===== src/rtl/mul_pkg.sv =====
// Shared types and helpers for the shift-add multiply-accumulate block.
package mul_pkg;

  typedef enum logic [1:0] {
    IDLE = 2'd0,
    BUSY = 2'd1,
    DONE = 2'd2
  } mul_state_t;

  localparam int MUL_DEFAULT_WIDTH = 32;

  // Bits needed to hold values 0..value-1; sizes the step counter.
  function automatic int clog2(input int value);
    int result;
    int v;
    result = 0;
    v = value - 1;
    while (v > 0) begin
      result = result + 1;
      v = v >> 1;
    end
    return result;
  endfunction

endpackage


===== src/rtl/mul_step.sv =====
// One radix-2 shift-add step: conditionally accumulate, then shift the operands.
module mul_step
  import mul_pkg::*;
#(
  parameter int WIDTH = MUL_DEFAULT_WIDTH
) (
  input  logic [2*WIDTH-1:0] acc,
  input  logic [2*WIDTH-1:0] mcand,
  input  logic [WIDTH-1:0]   mplier,
  output logic [2*WIDTH-1:0] acc_next,
  output logic [2*WIDTH-1:0] mcand_next,
  output logic [WIDTH-1:0]   mplier_next
);

  // Add the shifted multiplicand when the current multiplier bit is set.
  always_comb begin
    acc_next    = acc;
    mcand_next  = {mcand[2*WIDTH-2:0], 1'b0};
    mplier_next = {1'b0, mplier[WIDTH-1:1]};
    if (mplier[0]) begin
      acc_next = acc + mcand;
    end else begin
      acc_next = acc;
    end
  end

endmodule


===== src/rtl/mul_add_unsigned.sv =====
// Iterative unsigned multiply-accumulate: product = a*b + c in WIDTH+1 enabled cycles.
module mul_add_unsigned
  import mul_pkg::*;
#(
  parameter int WIDTH = MUL_DEFAULT_WIDTH
) (
  input  logic               clock,
  input  logic               reset,
  input  logic               clken,
  input  logic               start,
  input  logic [WIDTH-1:0]   a,
  input  logic [WIDTH-1:0]   b,
  input  logic [WIDTH-1:0]   c,
  output logic               ready,
  output logic               done,
  output logic [2*WIDTH-1:0] product
);

  localparam int CW = clog2(WIDTH);

  mul_state_t         state_r;
  mul_state_t         state_s;
  logic               load_s;
  logic               ready_r;
  logic               done_r;
  logic [2*WIDTH-1:0] product_r;
  logic [2*WIDTH-1:0] acc_r;
  logic [2*WIDTH-1:0] mcand_r;
  logic [WIDTH-1:0]   mplier_r;
  logic [CW-1:0]      count_r;
  logic [2*WIDTH-1:0] acc_step_s;
  logic [2*WIDTH-1:0] mcand_step_s;
  logic [WIDTH-1:0]   mplier_step_s;

  mul_step #(.WIDTH(WIDTH)) u_step (
    .acc         (acc_r),
    .mcand       (mcand_r),
    .mplier      (mplier_r),
    .acc_next    (acc_step_s),
    .mcand_next  (mcand_step_s),
    .mplier_next (mplier_step_s)
  );

  // Next-state decode; a new operation may start from IDLE or straight out of DONE.
  always_comb begin
    state_s = state_r;
    load_s  = 1'b0;
    case (state_r)
      IDLE: begin
        if (start) begin
          state_s = BUSY;
          load_s  = 1'b1;
        end else begin
          state_s = IDLE;
        end
      end
      BUSY: begin
        if (count_r == {CW{1'b0}}) begin
          state_s = DONE;
        end else begin
          state_s = BUSY;
        end
      end
      DONE: begin
        if (start) begin
          state_s = BUSY;
          load_s  = 1'b1;
        end else begin
          state_s = IDLE;
        end
      end
      default: begin
        state_s = IDLE;
      end
    endcase
  end

  // State, datapath and output registers; everything freezes while clken is low.
  always_ff @(posedge clock) begin
    if (reset) begin
      state_r   <= IDLE;
      ready_r   <= 1'b1;
      done_r    <= 1'b0;
      product_r <= {(2*WIDTH){1'b0}};
      acc_r     <= {(2*WIDTH){1'b0}};
      mcand_r   <= {(2*WIDTH){1'b0}};
      mplier_r  <= {WIDTH{1'b0}};
      count_r   <= {CW{1'b0}};
    end else if (clken) begin
      state_r <= state_s;
      ready_r <= (state_s == IDLE) || (state_s == DONE);
      done_r  <= (state_s == DONE);
      if (load_s) begin
        acc_r    <= {{WIDTH{1'b0}}, c};
        mcand_r  <= {{WIDTH{1'b0}}, a};
        mplier_r <= b;
        count_r  <= CW'(WIDTH - 1);
      end else if (state_r == BUSY) begin
        acc_r    <= acc_step_s;
        mcand_r  <= mcand_step_s;
        mplier_r <= mplier_step_s;
        if (count_r != {CW{1'b0}}) begin
          count_r <= count_r - {{(CW-1){1'b0}}, 1'b1};
        end else begin
          count_r <= count_r;
        end
      end else begin
        acc_r    <= acc_r;
        mcand_r  <= mcand_r;
        mplier_r <= mplier_r;
        count_r  <= count_r;
      end
      // The final step's sum is captured directly so no extra cycle is needed.
      if ((state_r == BUSY) && (state_s == DONE)) begin
        product_r <= acc_step_s;
      end else begin
        product_r <= product_r;
      end
    end else begin
      state_r <= state_r;
    end
  end

  assign ready   = ready_r;
  assign done    = done_r;
  assign product = product_r;

endmodule

===== config.mk =====
export PLATFORM = sky130hd
export DESIGN_NAME = mul_add_unsigned
export DESIGN_NICKNAME = d
export VERILOG_FILES = /design/src/rtl/mul_pkg.sv /design/src/rtl/mul_step.sv /design/src/rtl/mul_add_unsigned.sv
export SDC_FILE = /design/constraint.sdc
export NUM_CORES = 1
export LEC_CHECK = 0
export CORE_MARGIN = 5
export CORE_UTILIZATION = 62
export CTS_BUF_LIST = sky130_fd_sc_hd__clkbuf_4 sky130_fd_sc_hd__clkbuf_8
export DETAILED_ROUTE_END_ITERATION = 7
export PLACE_DENSITY = 0.88
export REMOVE_ABC_BUFFERS = 1
export SLEW_MARGIN = 30
export SYNTH_ARGS = -nofsm -noshare
export SYNTH_HDL_FRONTEND = slang
export SYNTH_SLANG_ARGS = --single-unit
export TNS_END_PERCENT = 20

===== constraint.sdc =====
create_clock -name clock -period 7.31 [get_ports clock]
set_input_delay 1.462 -clock clock [delete_from_list [all_inputs] [get_ports clock]]
set_output_delay 1.462 -clock clock [all_outputs]
set_load 0.05 [all_outputs]

==> run_1/m1.png <==
Bar = 50 µm.
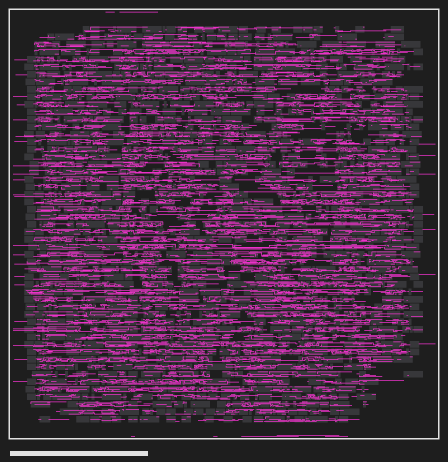
longest straight run = 36.3 µm
wire length on this layer = 15500 µm
share of all routed wire = 42%
nets with wire on the layer = 1775
main direction = horizontal

==> run_1/closeup.png <==
Bar = 5 µm. Window x 106 to 126, y 106 to 126 µm. Cells in grey, sequential cells in the stronger grey; small squares are vias.
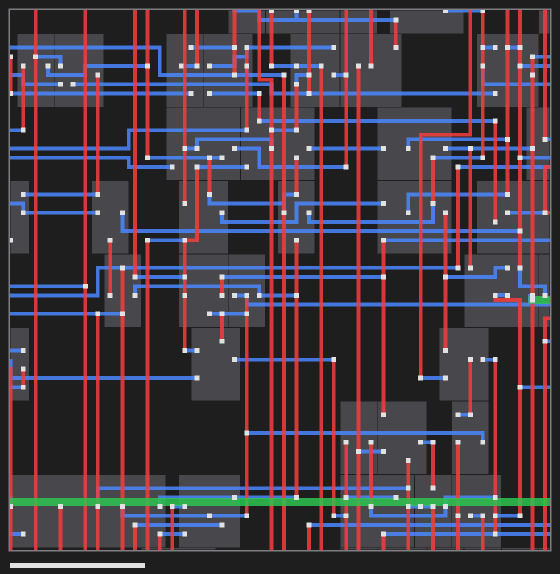
green -> M3
blue -> M1
red -> M2
cells with their middle in the window = 30
most frequent = a21oi_1 (6), nor2_1 (5), a21o_1 (5)
sequential cells in the window = 0

==> run_1/route_heat.png <==
The die is cut into 31 by 31 equal tiles; white is low, dark blue is high, scaled to the fullest tile. Values are wire area over tile area, all layers added.
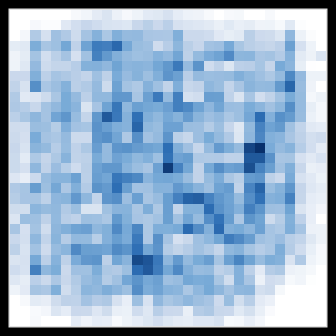
tiles over half the peak = 21%
nearly empty tiles = 6.2%
fullest tile = 0.72
emptiest ninth of the die = bottom right

==> results.tsv, run 1 <==
metric	value	unit
cell count after placement	1972	
mean cell area of the mapped netlist	7.93	µm²
Non-clock buffers	177	
area occupied by registers	4670	µm²
# port buffers	165	
chip height	155	µm
highest-count logic cell in the final layout	sky130_fd_sc_hd__nor2_1	
Hold Path Cell Cnt	2	
post-detailed-route count of antenna-violating nets	0	
Post-CTS Hold Buffers	0	
final std cell area, no fill	15500	µm²
DRC	0	
power density relative to cell area	204	nW/µm²
sequential fraction of the synthesis area	35.6	%
number of multi-input combinational cells in the layout	1262	
Clock Network Area Fraction	5.17	%
met2 WL	17900	µm
Resized cells post-CTS	0	
setup TNS	0	ns
cell area after placement	14700	µm²
Worst Hold Path EP	ready$_SDFFE_PP1P_	
result of the run	finished, final reports clean	
number of flip-flops and latches	233	
proportion of layout cells with a drive suffix above 1	6.07	%
Power Clock	1180	µW
GR Util All Layers	29.5	%
timing-limited maximum frequency	220	MHz
top logic cell family in the synthesized netlist	AND-OR/OR-AND gates	
floorplan utilization	62.6	%
==> run 2: changes to the inputs <==
--- a/config.mk
+++ b/config.mk
@@ -6,10 +6,10 @@
 export NUM_CORES = 1
 export LEC_CHECK = 0
 export CORE_MARGIN = 5
-export CORE_UTILIZATION = 62
+export CORE_UTILIZATION = 52
 export CTS_BUF_LIST = sky130_fd_sc_hd__clkbuf_4 sky130_fd_sc_hd__clkbuf_8
 export DETAILED_ROUTE_END_ITERATION = 7
-export PLACE_DENSITY = 0.88
+export PLACE_DENSITY = 0.79
 export REMOVE_ABC_BUFFERS = 1
 export SLEW_MARGIN = 30
 export SYNTH_ARGS = -nofsm -noshare
==> constraint.sdc (replaced) <==
create_clock -name clock -period 3.8 [get_ports clock]
set_input_delay 0.76 -clock clock [delete_from_list [all_inputs] [get_ports clock]]
set_output_delay 0.76 -clock clock [all_outputs]
set_load 0.05 [all_outputs]
==> results.tsv, run 2 <==
metric	value	unit	change
number of multi-input combinational cells in the layout	1262		unchanged
area occupied by registers	4670	µm²	unchanged
TritonCTS clock tree	built		unchanged
Hold WS	0.458	ns	was 0.471 ns
floorplan die width	169	µm	was 155 µm
number of antenna violations at the first check in global routing	0		unchanged
final std cell area, no fill	15900	µm²	was 15500 µm²
Power Clock	2570	µW	was 1180 µW
final-stage net count	1919		was 1903
top logic cell family in the synthesized netlist	AND-OR/OR-AND gates		unchanged
ys cells	1651		unchanged
total power consumption of the routed design	6400	µW	was 3160 µW
Sw Ratio	29.6	%	was 29.5%
Non-clock buffers	191		was 177
wire length of the first global-routing pass	61000	µm	was 60000 µm
timing-limited maximum frequency	288	MHz	
power density relative to cell area	403	nW/µm²	was 204 nW/µm²
Post-CTS Hold Buffers	0		unchanged
Crit. End Element	register		unchanged
Clock Network Area Fraction	5.79	%	was 5.17%
result of the run	finished, final reports clean		unchanged
DRC	0		unchanged
post-detailed-route count of antenna-violating nets	0		unchanged
proportion of layout cells with a drive suffix above 1	7.28	%	was 6.07%
mean cell area of the mapped netlist	7.93	µm²	unchanged
Worst Hold Path EP	ready$_SDFFE_PP1P_		unchanged
MUX share of area	2.93	%	unchanged
clock latency at the later pin of the worst-skew pair	0.56	ns	was 0.54 ns
Leading cell kind	logic gates		unchanged
Most common reg cell	sky130_fd_sc_hd__dfxtp_1		unchanged
number of flip-flops and latches	233		unchanged
GR Util All Layers	25.2	%	was 29.5%
number of cell instances on the worst register-to-register path	14		was 13
Hold Path Cell Cnt	2		unchanged
cell count after placement	2041		was 1972
source of the critical timing path	acc_r[0]$_SDFFE_PP0P_		was clken
CP top delay family	AND-OR/OR-AND gates		was buffers and inverters
worst setup slack after placement	0.320	ns	was 2.30 ns
cell area after placement	14900	µm²	was 14700 µm²
highest-count logic cell in the final layout	sky130_fd_sc_hd__nor2_1		unchanged
chip height	169	µm	was 155 µm
met2 WL	17600	µm	was 17900 µm
setup TNS	0	ns	unchanged
# port buffers	165		unchanged
Resized cells post-CTS	0		unchanged
floorplan utilization	52.4	%	was 62.6%
Final non-clock buffer share	12.0	%	was 11.3%
sequential fraction of the synthesis area	35.6	%	unchanged
final worst path period share	91.3	%	
xor/xnor share	4.08	%	unchanged
==> run_2/layers.png <==
Bar = 50 µm. Two of the layers only.
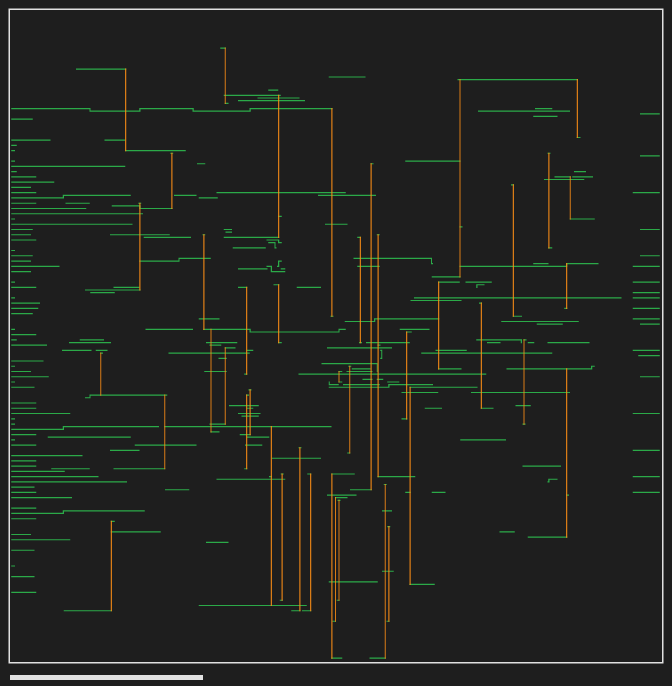
green -> M3  # wire length 2250 µm
orange -> M4  # wire length 1220 µm

==> run_2/congestion_map.png <==
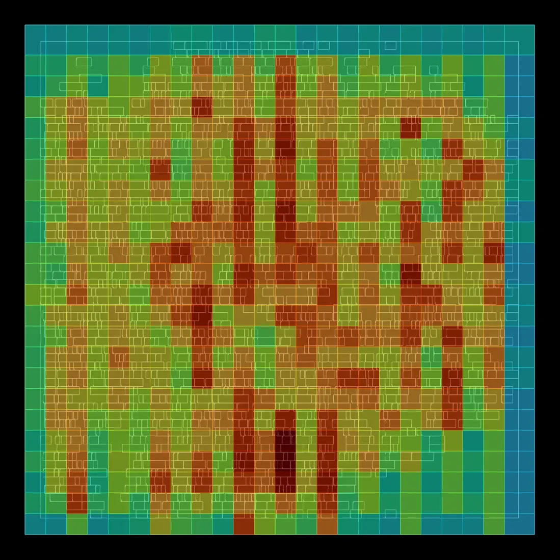
routed length per instance: 17.5 µm
GR Layer Usage met2: 43.7%
grt met1 use: 31.6%

==> run_2/m1.png <==
Bar = 50 µm.
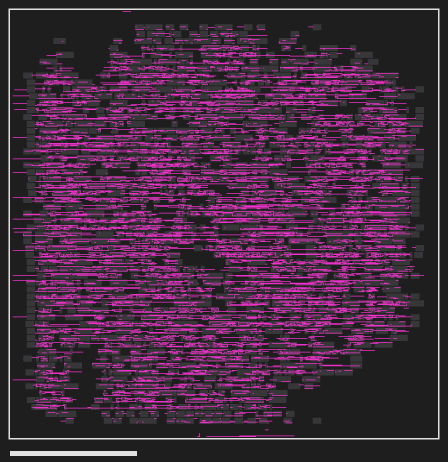
nets with wire on the layer = 1783
wire length on this layer = 15900 µm

No activity file was given, so power comes from the tool's default toggle rates.
